Routed metal, one color a layer:
Only two layers are drawn.
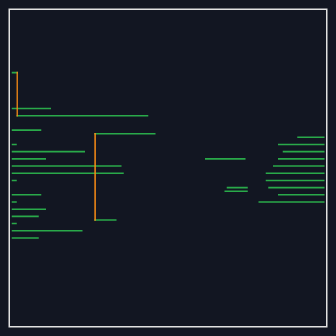
Floorplan with the power grid:
Scale bar: 20 µm. Pins as bars on the die edge.
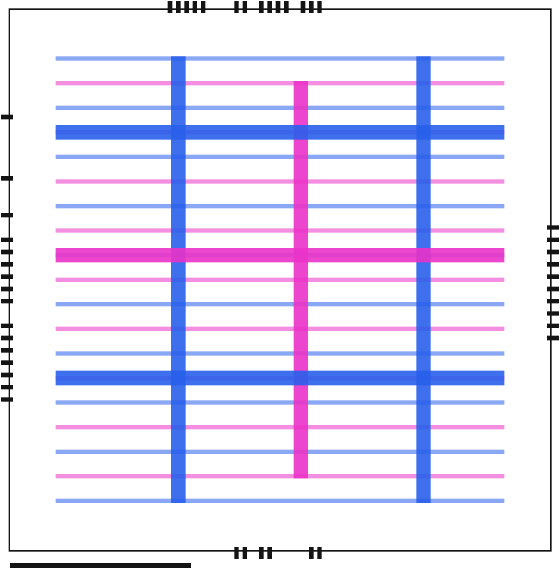
Routed clock nets over the placement:
Scale bar: 20 µm.
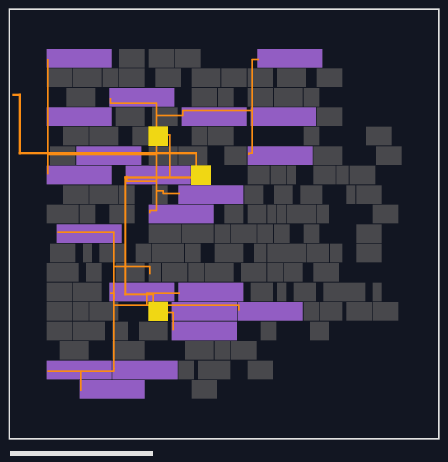
Placement view:
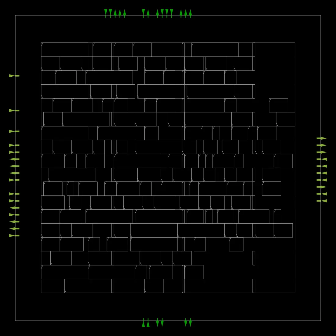
`src/rtl/operand_load_sequencer.sv`:
```
// Loads a wide target register from a narrow memory read port, one or two reads per command.
// Load outputs depend only on state and the latches, so they stay stable for a whole clk_en period.
module operand_load_sequencer #(
  parameter int WIDTH = 16
) (
  input  logic             clk,
  input  logic             rst,
  input  logic             clk_en,
  input  logic             i_start,
  input  logic [1:0]       i_mode,
  input  logic             i_abort,
  output logic             o_rd_req,
  input  logic             i_rd_valid,
  input  logic [WIDTH-1:0] i_rd_data,
  output logic [1:0]       o_load_enable,
  output logic             o_load_upper_from_lower,
  output logic [WIDTH-1:0] o_load_data,
  output logic             o_busy,
  output logic             o_done
);

  localparam int BYTE = WIDTH / 2;

  typedef enum logic [2:0] {
    S_IDLE,
    S_REQ_LO,
    S_LOAD_LO,
    S_REQ_HI,
    S_LOAD_HI,
    S_DONE
  } state_t;

  typedef enum logic [1:0] {
    M_FULL2 = 2'b00,
    M_LOW1  = 2'b01,
    M_HIGH1 = 2'b10,
    M_WIDE  = 2'b11
  } mode_t;

  state_t           state_q, state_d;
  mode_t            mode_q, mode_d;
  logic [WIDTH-1:0] data_q, data_d;
  logic [WIDTH-1:0] low_byte_ext;

  assign low_byte_ext = {{(WIDTH - BYTE){1'b0}}, data_q[BYTE-1:0]};

  // NOTE: every variable gets its hold value first, so no path through the case can infer a latch.
  always_comb begin
    state_d = state_q;
    mode_d  = mode_q;
    data_d  = data_q;
    unique case (state_q)
      S_IDLE, S_DONE: begin
        state_d = S_IDLE;
        // DONE accepts a start exactly like IDLE, giving back-to-back sequences.
        if (i_start) begin
          mode_d  = mode_t'(i_mode);
          state_d = (mode_t'(i_mode) == M_HIGH1) ? S_REQ_HI : S_REQ_LO;
        end
      end
      S_REQ_LO: begin
        if (i_abort) begin
          state_d = S_IDLE;
        end else if (i_rd_valid) begin
          data_d  = i_rd_data;
          state_d = S_LOAD_LO;
        end
      end
      S_LOAD_LO: begin
        if (i_abort) state_d = S_IDLE;
        else         state_d = (mode_q == M_FULL2) ? S_REQ_HI : S_DONE;
      end
      S_REQ_HI: begin
        if (i_abort) begin
          state_d = S_IDLE;
        end else if (i_rd_valid) begin
          data_d  = i_rd_data;
          state_d = S_LOAD_HI;
        end
      end
      S_LOAD_HI: state_d = i_abort ? S_IDLE : S_DONE;
      default:   state_d = S_IDLE;
    endcase
  end

  // NOTE: sequential state uses non-blocking assignments so all registers update together at the edge.
  always_ff @(posedge clk or posedge rst) begin
    if (rst) begin
      state_q <= S_IDLE;
      mode_q  <= M_FULL2;
      data_q  <= '0;
    end else if (clk_en) begin
      state_q <= state_d;
      mode_q  <= mode_d;
      data_q  <= data_d;
    end
  end

  always_comb begin
    o_rd_req                = 1'b0;
    o_load_enable           = 2'b00;
    o_load_upper_from_lower = 1'b0;
    o_load_data             = '0;
    o_busy                  = 1'b0;
    o_done                  = 1'b0;
    unique case (state_q)
      S_REQ_LO, S_REQ_HI: begin
        o_rd_req = 1'b1;
        o_busy   = 1'b1;
      end
      S_LOAD_LO: begin
        o_busy = 1'b1;
        if (mode_q == M_WIDE) begin
          o_load_enable = 2'b11;
          o_load_data   = data_q;
        end else begin
          o_load_enable = 2'b01;
          o_load_data   = low_byte_ext;
        end
      end
      S_LOAD_HI: begin
        o_busy                  = 1'b1;
        o_load_enable           = 2'b10;
        o_load_upper_from_lower = 1'b1;
        o_load_data             = low_byte_ext;
      end
      S_DONE:  o_done = 1'b1;
      default: ;
    endcase
  end

endmodule

```
`config.mk`:
```
export PLATFORM = sky130hd
export DESIGN_NAME = operand_load_sequencer
export DESIGN_NICKNAME = d
export VERILOG_FILES = /design/src/rtl/operand_load_sequencer.sv
export SDC_FILE = /design/constraint.sdc
export NUM_CORES = 1
export LEC_CHECK = 0
export CORE_MARGIN = 5
export CORE_UTILIZATION = 46
export DETAILED_ROUTE_END_ITERATION = 16
export PLACE_DENSITY = 0.81
export SYNTH_ARGS = -nofsm -noshare
export SYNTH_HDL_FRONTEND = slang
export SYNTH_SLANG_ARGS = --single-unit
```
`constraint.sdc`:
```
create_clock -name clk -period 3.2 [get_ports clk]
set_input_delay 0.64 -clock clk [delete_from_list [all_inputs] [get_ports clk]]
set_output_delay 0.64 -clock clk [all_outputs]
set_load 0.05 [all_outputs]
```
==> run_results.csv <==
group,metric,value,unit
hold_path,hp-class,"reg2reg",
cts,clkTransAtPathRegs,120,ps
worst_setup_path,critPathLaunchType,"flop",
final_layout,fillerInstances,181,
yosys,synthMuxAreaShare,17.78,%
yosys,yosys-stat-area,1140,µm²
grt,antenna_found_initial,0,
cts,h-tree-depth,1,
grt,busiest_layer,"met2",
die,fp.dieW,59.78,µm
grt,grt_usage,16.06,%
yosys,yosys_cells,98,
yosys,yosys.area_share.adder,0,%
worst_setup_path,path_max_fanout,15,
route,drt-initial-drc-count,12,
timing,rsz0062_at_grt,"no",
timing,tightest_slew,783.7,ps
route,drc_errors,0,
job,log.warning_count,26,
worst_setup_path,cp-end-kind,"primary output",
status,status,"finished, final reports clean",
route,wl_met2,1321,µm
yosys,synthAoiAreaFrac,7.025,%
timing,max_freq,326.6,MHz
yosys,syn-num-nets,122,
grt,gr-usage-met2,26.85,%
grt,grt_use_met3,5.184,%
power,cellLeakagePower,0.0008225,µW
final_layout,area_growth,45.23,%
final_layout,utilization,68.06,%
timing,hold_viol_final,0,
timing,fin_setup_tns,0,ps
yosys,synth_area,1140,µm²
die,ios,46,
cts,cts_hold_buf,0,
timing,skew,4.562,ps
cts,cts_made_buffers,3,
yosys,ys_sh_simple,23.49,%
final_layout,lay_top_count,"clkdlybuf4s50_1",
yosys,synthXorXnorAreaFrac,1.537,%
final_layout,fin_nets,169,
grt,grt-ovfl-total,0,
About 'routed metal, one color a layer':
- met3: green (wire length 258 µm)
- met4: orange (wire length 24.5 µm)

About 'floorplan with the power grid':
- VDD: magenta
- VSS: blue
- met4 straps: 3
- signal pins: 46

About 'routed clock nets over the placement':
- cells driving clock nets: yellow (count 3)
- clock wires: orange (length 244 µm)
- flip-flops: purple (count 21)
- routed clock nets: 4

About 'placement view':
Core Rows: 18
Seq/total area: 31.75%
Core Footprint: 2432 µm²

==> cells in the mapped netlist <==
cell type | instances | area [µm²]
a22o_1 | 1 | 8.760
nor2b_1 | 2 | 12.51
o21ai_0 | 2 | 10.01
clkbuf_1 | 1 | 3.750
and2_1 | 19 | 118.9
or4bb_1 | 2 | 22.52
nor3b_1 | 1 | 7.510
or4b_1 | 1 | 10.01
o21a_1 | 1 | 7.510
nand3_1 | 1 | 5.000
and2_4 | 1 | 8.760
dfrtp_1 | 21 | 525.5
nand2b_2 | 1 | 8.760
o211ai_1 | 1 | 7.510
nor2_1 | 3 | 11.26
nand4b_1 | 1 | 8.760
a31o_1 | 1 | 8.760
a21oi_1 | 1 | 5.000
o311a_1 | 1 | 10.01
buf_6 | 1 | 11.26
xnor2_1 | 2 | 17.52
or2_2 | 1 | 6.260
nor4b_1 | 1 | 8.760
nor3_4 | 1 | 16.27
a311oi_2 | 1 | 15.01
buf_4 | 2 | 15.01
and3_1 | 2 | 12.51
nand2_1 | 1 | 3.750
inv_1 | 3 | 11.26
nand4_1 | 1 | 6.260
o31ai_1 | 1 | 7.510
mux2_2 | 18 | 202.7
buf_2 | 1 | 5.000
==> final timing paths <==
path / startpoint / to / slack [ps] / cells after the start
worst max register to register: state_q[2]$_DFFE_PP0P_ / data_q[10]$_DFFE_PP0P_ / 1470 / 5
min in group asynchronous: rst / data_q[1]$_DFFE_PP0P_ / 760 / 2
worst min-delay path: data_q[6]$_DFFE_PP0P_ / data_q[6]$_DFFE_PP0P_ / 510 / 1
max in group asynchronous: rst / mode_q[0]$_DFFE_PP0P_ / 1950 / 2
worst min register to register: data_q[6]$_DFFE_PP0P_ / data_q[6]$_DFFE_PP0P_ / 510 / 1
worst max-delay path: state_q[0]$_DFFE_PP0P_ / o_load_enable[1] / 140 / 4
==> logic make-up (layout without fill, tap and decap cells) <==
group,count (synthesis),after routing
AND/OR/NAND/NOR,39,39
flip-flops,21,21
AND-OR/OR-AND,10,10
buffers and inverters,8,54
multiplexers,18,18
XOR/XNOR,2,2
==> metrics by stage <==
| step | area, µm² | setup WS, ps | instances | total power, µW |
|---|---|---|---|---|
| finish | 1655 | 138.1 | 174 | 1547 |
| global route | 1655 | 5.359 | 174 | 1642 |
| CTS | 1635 | 63.35 | 174 | 1561 |
| detailed placement | 1608 | 425.2 | 170 | 1434 |
| global placement | 1608 | 473.6 | 170 | 1404 |
| floorplan | 1140 | 44.11 | 98 | 1144 |
==> state kept, by name, summed over array words and instances, names as in the netlist <==
| register | cells |
|---|---|
| data_q | 16 |
| state_q | 3 |
| mode_q | 2 |
==> power breakdown <==
group | switching (µW) | internal, µW
sequential | 101 | 393
clock | 82.0 | 46.7
combinational | 542 | 382
total | 725 | 822
==> area by class of cell <==
cell class	count	area [µm²]	area share [%]
repair buffers	47	485.5	29.33
flip-flops and latches	21	525.5	31.75
multi-input cells	69	568.0	34.32
clock inverters	1	5.005	0.3023
well taps	30	37.54	2.268
clock buffers	3	22.52	1.361
inverters	3	11.26	0.6803
==> critical path: stages (launching register included) <==
cell and delay, ps:
dfrtp_1 550, nor3b_1 280, and3_1 330, or2_2 150
clkdlybuf4s50_1 790
Power figures rest on the tool's default switching activity, not on a simulated workload.
